Figure 1. Metal 1.
Cells faint in the background.
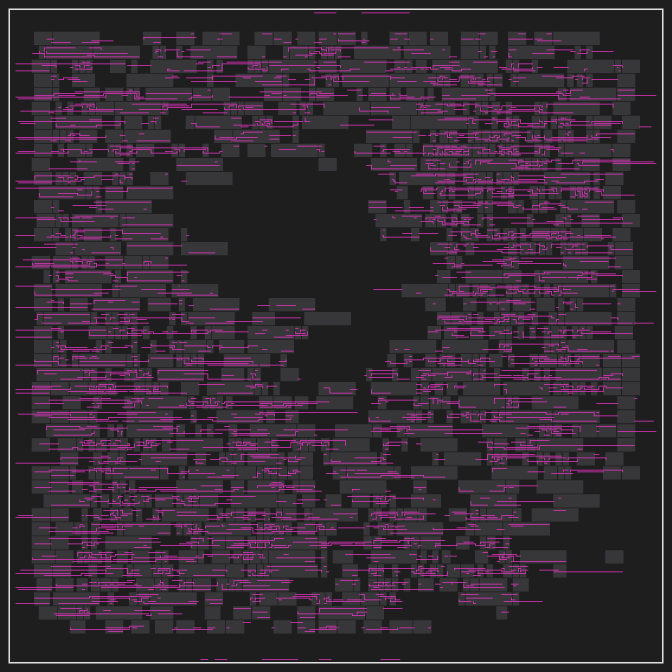
Figure 2. The metal 2 layer.
The bar under the picture is 50 um long.
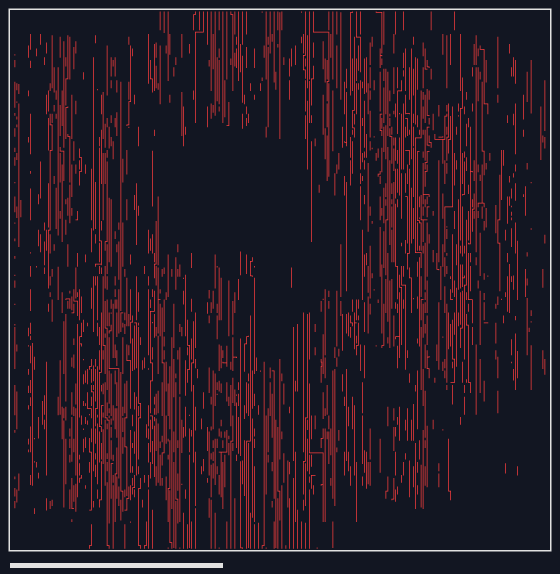
Figure 3. Met3 routing.
The bar under the picture is 50 um long.
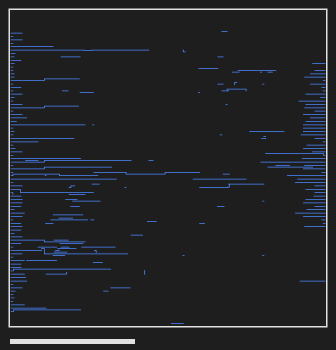
Figure 4. Clock nets.
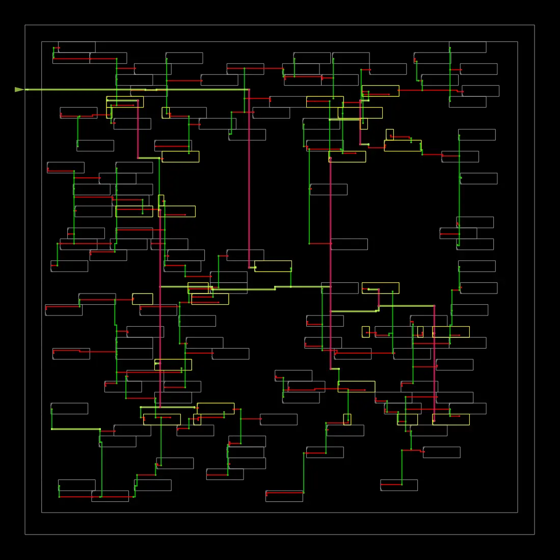
[src/rtl/dmem_access_ctrl.sv]
// Multicycle data-memory access controller for the MEM stage.
// It accepts one load or store request, checks that the request is legal,
// runs a single req/ack transaction to data memory and then reports a
// one-cycle done pulse, with err set if the request failed.
// Store data is replicated onto the byte lanes the byte enables select.
// Load data is extracted from the returned word and sign- or zero-extended.
module dmem_access_ctrl #(
  parameter int TIMEOUT = 16,
  parameter int TCW     = 5
) (
  input  logic        clk,
  input  logic        rst_n,
  input  logic        start,
  input  logic        we,
  input  logic [31:0] addr,
  input  logic [3:0]  be,
  input  logic [31:0] wdata,
  input  logic [2:0]  ld_type,
  output logic        busy,
  output logic        done,
  output logic        err,
  output logic [31:0] rdata,
  output logic        mem_req,
  output logic        mem_we,
  output logic [29:0] mem_addr,
  output logic [3:0]  mem_be,
  output logic [31:0] mem_wdata,
  input  logic [31:0] mem_rdata,
  input  logic        mem_ack
);

  localparam logic [1:0] S_IDLE   = 2'd0;
  localparam logic [1:0] S_ACCESS = 2'd1;
  localparam logic [1:0] S_RESP   = 2'd2;

  localparam logic [2:0] LD_LH  = 3'b001;
  localparam logic [2:0] LD_LHU = 3'b010;
  localparam logic [2:0] LD_LB  = 3'b011;
  localparam logic [2:0] LD_LBU = 3'b100;

  localparam logic [TCW-1:0] TMO_LAST = TCW'(TIMEOUT - 1);

  logic [1:0]     state;
  logic [TCW-1:0] tmo_cnt;
  logic [1:0]     addr_lo;
  logic [2:0]     ld_q;

  logic           req_legal;
  logic [31:0]    repl_wdata;
  logic [7:0]     ld_byte;
  logic [15:0]    ld_half;
  logic [31:0]    ld_ext;

  assign busy    = (state != S_IDLE);
  assign mem_req = (state == S_ACCESS);

  // Legality of the incoming request: store byte-enable shape, load alignment.
  always_comb begin
    // NOTE: every signal written here gets a default first so no latch is inferred.
    req_legal = 1'b0;
    if (we) begin
      case (be)
        4'b1111, 4'b1100, 4'b0011,
        4'b0001, 4'b0010, 4'b0100, 4'b1000: req_legal = 1'b1;
        default:                            req_legal = 1'b0;
      endcase
    end else begin
      case (ld_type)
        LD_LH, LD_LHU: req_legal = ~addr[0];
        LD_LB, LD_LBU: req_legal = 1'b1;
        default:       req_legal = (addr[1:0] == 2'b00);
      endcase
    end
  end

  // Replicate store data onto the lanes implied by the byte-enable shape.
  always_comb begin
    repl_wdata = wdata;
    case (be)
      4'b1100, 4'b0011:
        repl_wdata = {wdata[15:0], wdata[15:0]};
      4'b0001, 4'b0010, 4'b0100, 4'b1000:
        repl_wdata = {4{wdata[7:0]}};
      default:
        repl_wdata = wdata;
    endcase
  end

  // Extract and extend the addressed byte/halfword from the returned word.
  always_comb begin
    ld_byte = mem_rdata[7:0];
    case (addr_lo)
      2'b00: ld_byte = mem_rdata[7:0];
      2'b01: ld_byte = mem_rdata[15:8];
      2'b10: ld_byte = mem_rdata[23:16];
      2'b11: ld_byte = mem_rdata[31:24];
      default: ld_byte = mem_rdata[7:0];
    endcase
    ld_half = addr_lo[1] ? mem_rdata[31:16] : mem_rdata[15:0];
    case (ld_q)
      LD_LH:   ld_ext = {{16{ld_half[15]}}, ld_half};
      LD_LHU:  ld_ext = {16'h0000, ld_half};
      LD_LB:   ld_ext = {{24{ld_byte[7]}}, ld_byte};
      LD_LBU:  ld_ext = {24'h000000, ld_byte};
      default: ld_ext = mem_rdata;
    endcase
  end

  // Transaction FSM plus the request, response and timeout registers.
  always_ff @(posedge clk or negedge rst_n) begin
    if (!rst_n) begin
      // NOTE: the data registers are reset too, so every output is defined straight out of reset.
      state     <= S_IDLE;
      tmo_cnt   <= '0;
      addr_lo   <= 2'b00;
      ld_q      <= 3'b000;
      done      <= 1'b0;
      err       <= 1'b0;
      rdata     <= 32'h0;
      mem_we    <= 1'b0;
      mem_addr  <= 30'h0;
      mem_be    <= 4'h0;
      mem_wdata <= 32'h0;
    end else begin
      // NOTE: state is updated with non-blocking assignments so all registers see pre-edge values.
      case (state)
        S_IDLE: begin
          if (start) begin
            mem_we    <= we;
            mem_addr  <= addr[31:2];
            addr_lo   <= addr[1:0];
            mem_be    <= we ? be : 4'hF;
            mem_wdata <= repl_wdata;
            ld_q      <= ld_type;
            tmo_cnt   <= '0;
            if (req_legal) begin
              state <= S_ACCESS;
            end else begin
              state <= S_RESP;
              done  <= 1'b1;
              err   <= 1'b1;
            end
          end
        end
        S_ACCESS: begin
          if (mem_ack) begin
            if (!mem_we) rdata <= ld_ext;
            state <= S_RESP;
            done  <= 1'b1;
            err   <= 1'b0;
          end else if (tmo_cnt == TMO_LAST) begin
            state <= S_RESP;
            done  <= 1'b1;
            err   <= 1'b1;
          end else begin
            tmo_cnt <= tmo_cnt + 1'b1;
          end
        end
        S_RESP: begin
          done    <= 1'b0;
          err     <= 1'b0;
          tmo_cnt <= '0;
          state   <= S_IDLE;
        end
        default: begin
          done  <= 1'b0;
          err   <= 1'b0;
          state <= S_IDLE;
        end
      endcase
    end
  end

endmodule

[config.mk]
export PLATFORM = sky130hd
export DESIGN_NAME = dmem_access_ctrl
export DESIGN_NICKNAME = d
export VERILOG_FILES = /design/src/rtl/dmem_access_ctrl.sv
export SDC_FILE = /design/constraint.sdc
export NUM_CORES = 1
export LEC_CHECK = 0
export ABC_AREA = 1
export CORE_MARGIN = 4
export CORE_UTILIZATION = 41
export DETAILED_ROUTE_END_ITERATION = 10
export MAX_ROUTING_LAYER = met4
export PLACE_DENSITY = 0.78
export SKIP_LAST_GASP = 1
export SYNTH_ARGS = -nofsm -noshare
export SYNTH_HDL_FRONTEND = slang
export SYNTH_SLANG_ARGS = --single-unit
[constraint.sdc]
create_clock -name clk -period 1.7 [get_ports clk]
set_input_delay 0.255 -clock clk [delete_from_list [all_inputs] [get_ports clk]]
set_output_delay 0.255 -clock clk [all_outputs]
set_load 0.02 [all_outputs]
==> Slide: Implementation Results <==
Run Summary

Outcome
  – Status: finished, final reports clean

Synthesis
  – Synth Instances: 773
  – YS warnings: 0
  – Syn avg cell area: 7.45 um^2
  – Cell area leaders: dfrtp_1, nand2_1, nor2_1
  – Mapped Nets: 883
  – Async SR Flop Fraction: 1.00
  – Synthesized area: 5760 um^2
  – Post-synth EDFFs: 0
  – Top_reg_cell synth: dfrtp_1
  – Registers, synthesis: 113

Placement
  – DP Wirelength: 13.1 mm
  – Setup WS pre-CTS: -0.236 ns
  – DP Cell Count: 1167

Final layout
  – Nets: 1118
  – Non-clk buf share: 0.283
  – Non-Filler Instances: 1199
  – Fill cells: 1177
  – Logic share of the area: 0.278
  – Syn-to-layout area delta: 53.5%
  – FF/Latch Area: 2830 um^2
  – Final Cell Area: 8840 um^2
  – Number of logic gates: 550
  – Layout cells sized above 1: 0.109
  – CLK BUF: 23

Critical path
  – CP Capture Type: output port
  – Crit Path Class: reg2out
  – Worst setup SP type: flip-flop
  – R2R depth: 10
  – R2R Setup Slk: 0.15 ns
  – Worst Path Required: 1.44 ns

Clocking
  – CTS tree: yes
  – Clk buf depth: 2
  – Root Buffer: clkbuf_16
  – Late-Pin Clk Latency: 0.41 ns

STA
  – Final min period: 1.66 ns
  – Max-slew violation count: 0
  – RSZ-0062 raised after global routing: yes
  – Fin. Hold Viols: 0
  – Slew HR: 0.674

Hold path
  – Hold crit path type: in2async

Floorplan
  – Pre-Place Util: 0.417
  – Die width: 127 um
  – CORE AREA: 13800 um^2

Drt
  – Routed WL: 17.5 mm
  – Remaining DRCs: 0

Power and ir drop
  – Tot Pwr: 16600 uW
  – P_comb: 8610 uW
  – Design internal power: 9890 uW
  – Max power group: combinational logic

Job
  – Max Cap Viol: 0

Global route
  – Remaining global-route overflow: 0
-- Figure 1 (at the start) --
The layer carries 7150 um of wire. The longest straight run is 23.5 um. The layer holds 41% of the routed length. The wires run mostly horizontal. 1000 nets have wire on it.

-- Figure 2 (at the start) --
The layer holds 48% of the routed length. The wires run mostly vertical.

-- Figure 3 (at the start) --
The wires run mostly horizontal. The longest straight run is 42.1 um. 172 nets have wire on it. The layer carries 1500 um of wire. The layer holds 8.6% of the routed length.

-- Figure 4 (at the start) --
Clock Power: 3270 uW
clk sinks: 113
flop count: 113
CTS buffer count: 17

==> logic make-up (layout without fill, tap and decap cells) <==
logic type	after synthesis	count (layout)	synth area share
XOR/XNOR	1	1	0.00152
buffers and inverters	110	356	0.0862
AND/OR/NAND/NOR	478	478	0.344
flip-flops	113	113	0.491
multiplexers	1	1	0.00174
AND-OR/OR-AND	68	68	0.0710
adder cells (fa/ha/maj)	2	2	0.00434
==> repair_timing <==
item | CTS | global route
buffers inserted | 0 | 1
hold buffers | 1 | 0
hold endpoints to repair | 31 | 0
pin swaps | 0 | 2
setup endpoints to repair | 9 | 14
resized | 9 | 16
==> metal layers <==
layer	GRT usage	vias to the layer above	wire length, um
met4	0.0808	0	393
met1	0.278	2690	7150
met3	0.0686	38	1500
li1	-	2869	-
met5	-	-	0
met2	0.367	245	8440
No activity file was given, so power comes from the tool's default toggle rates.
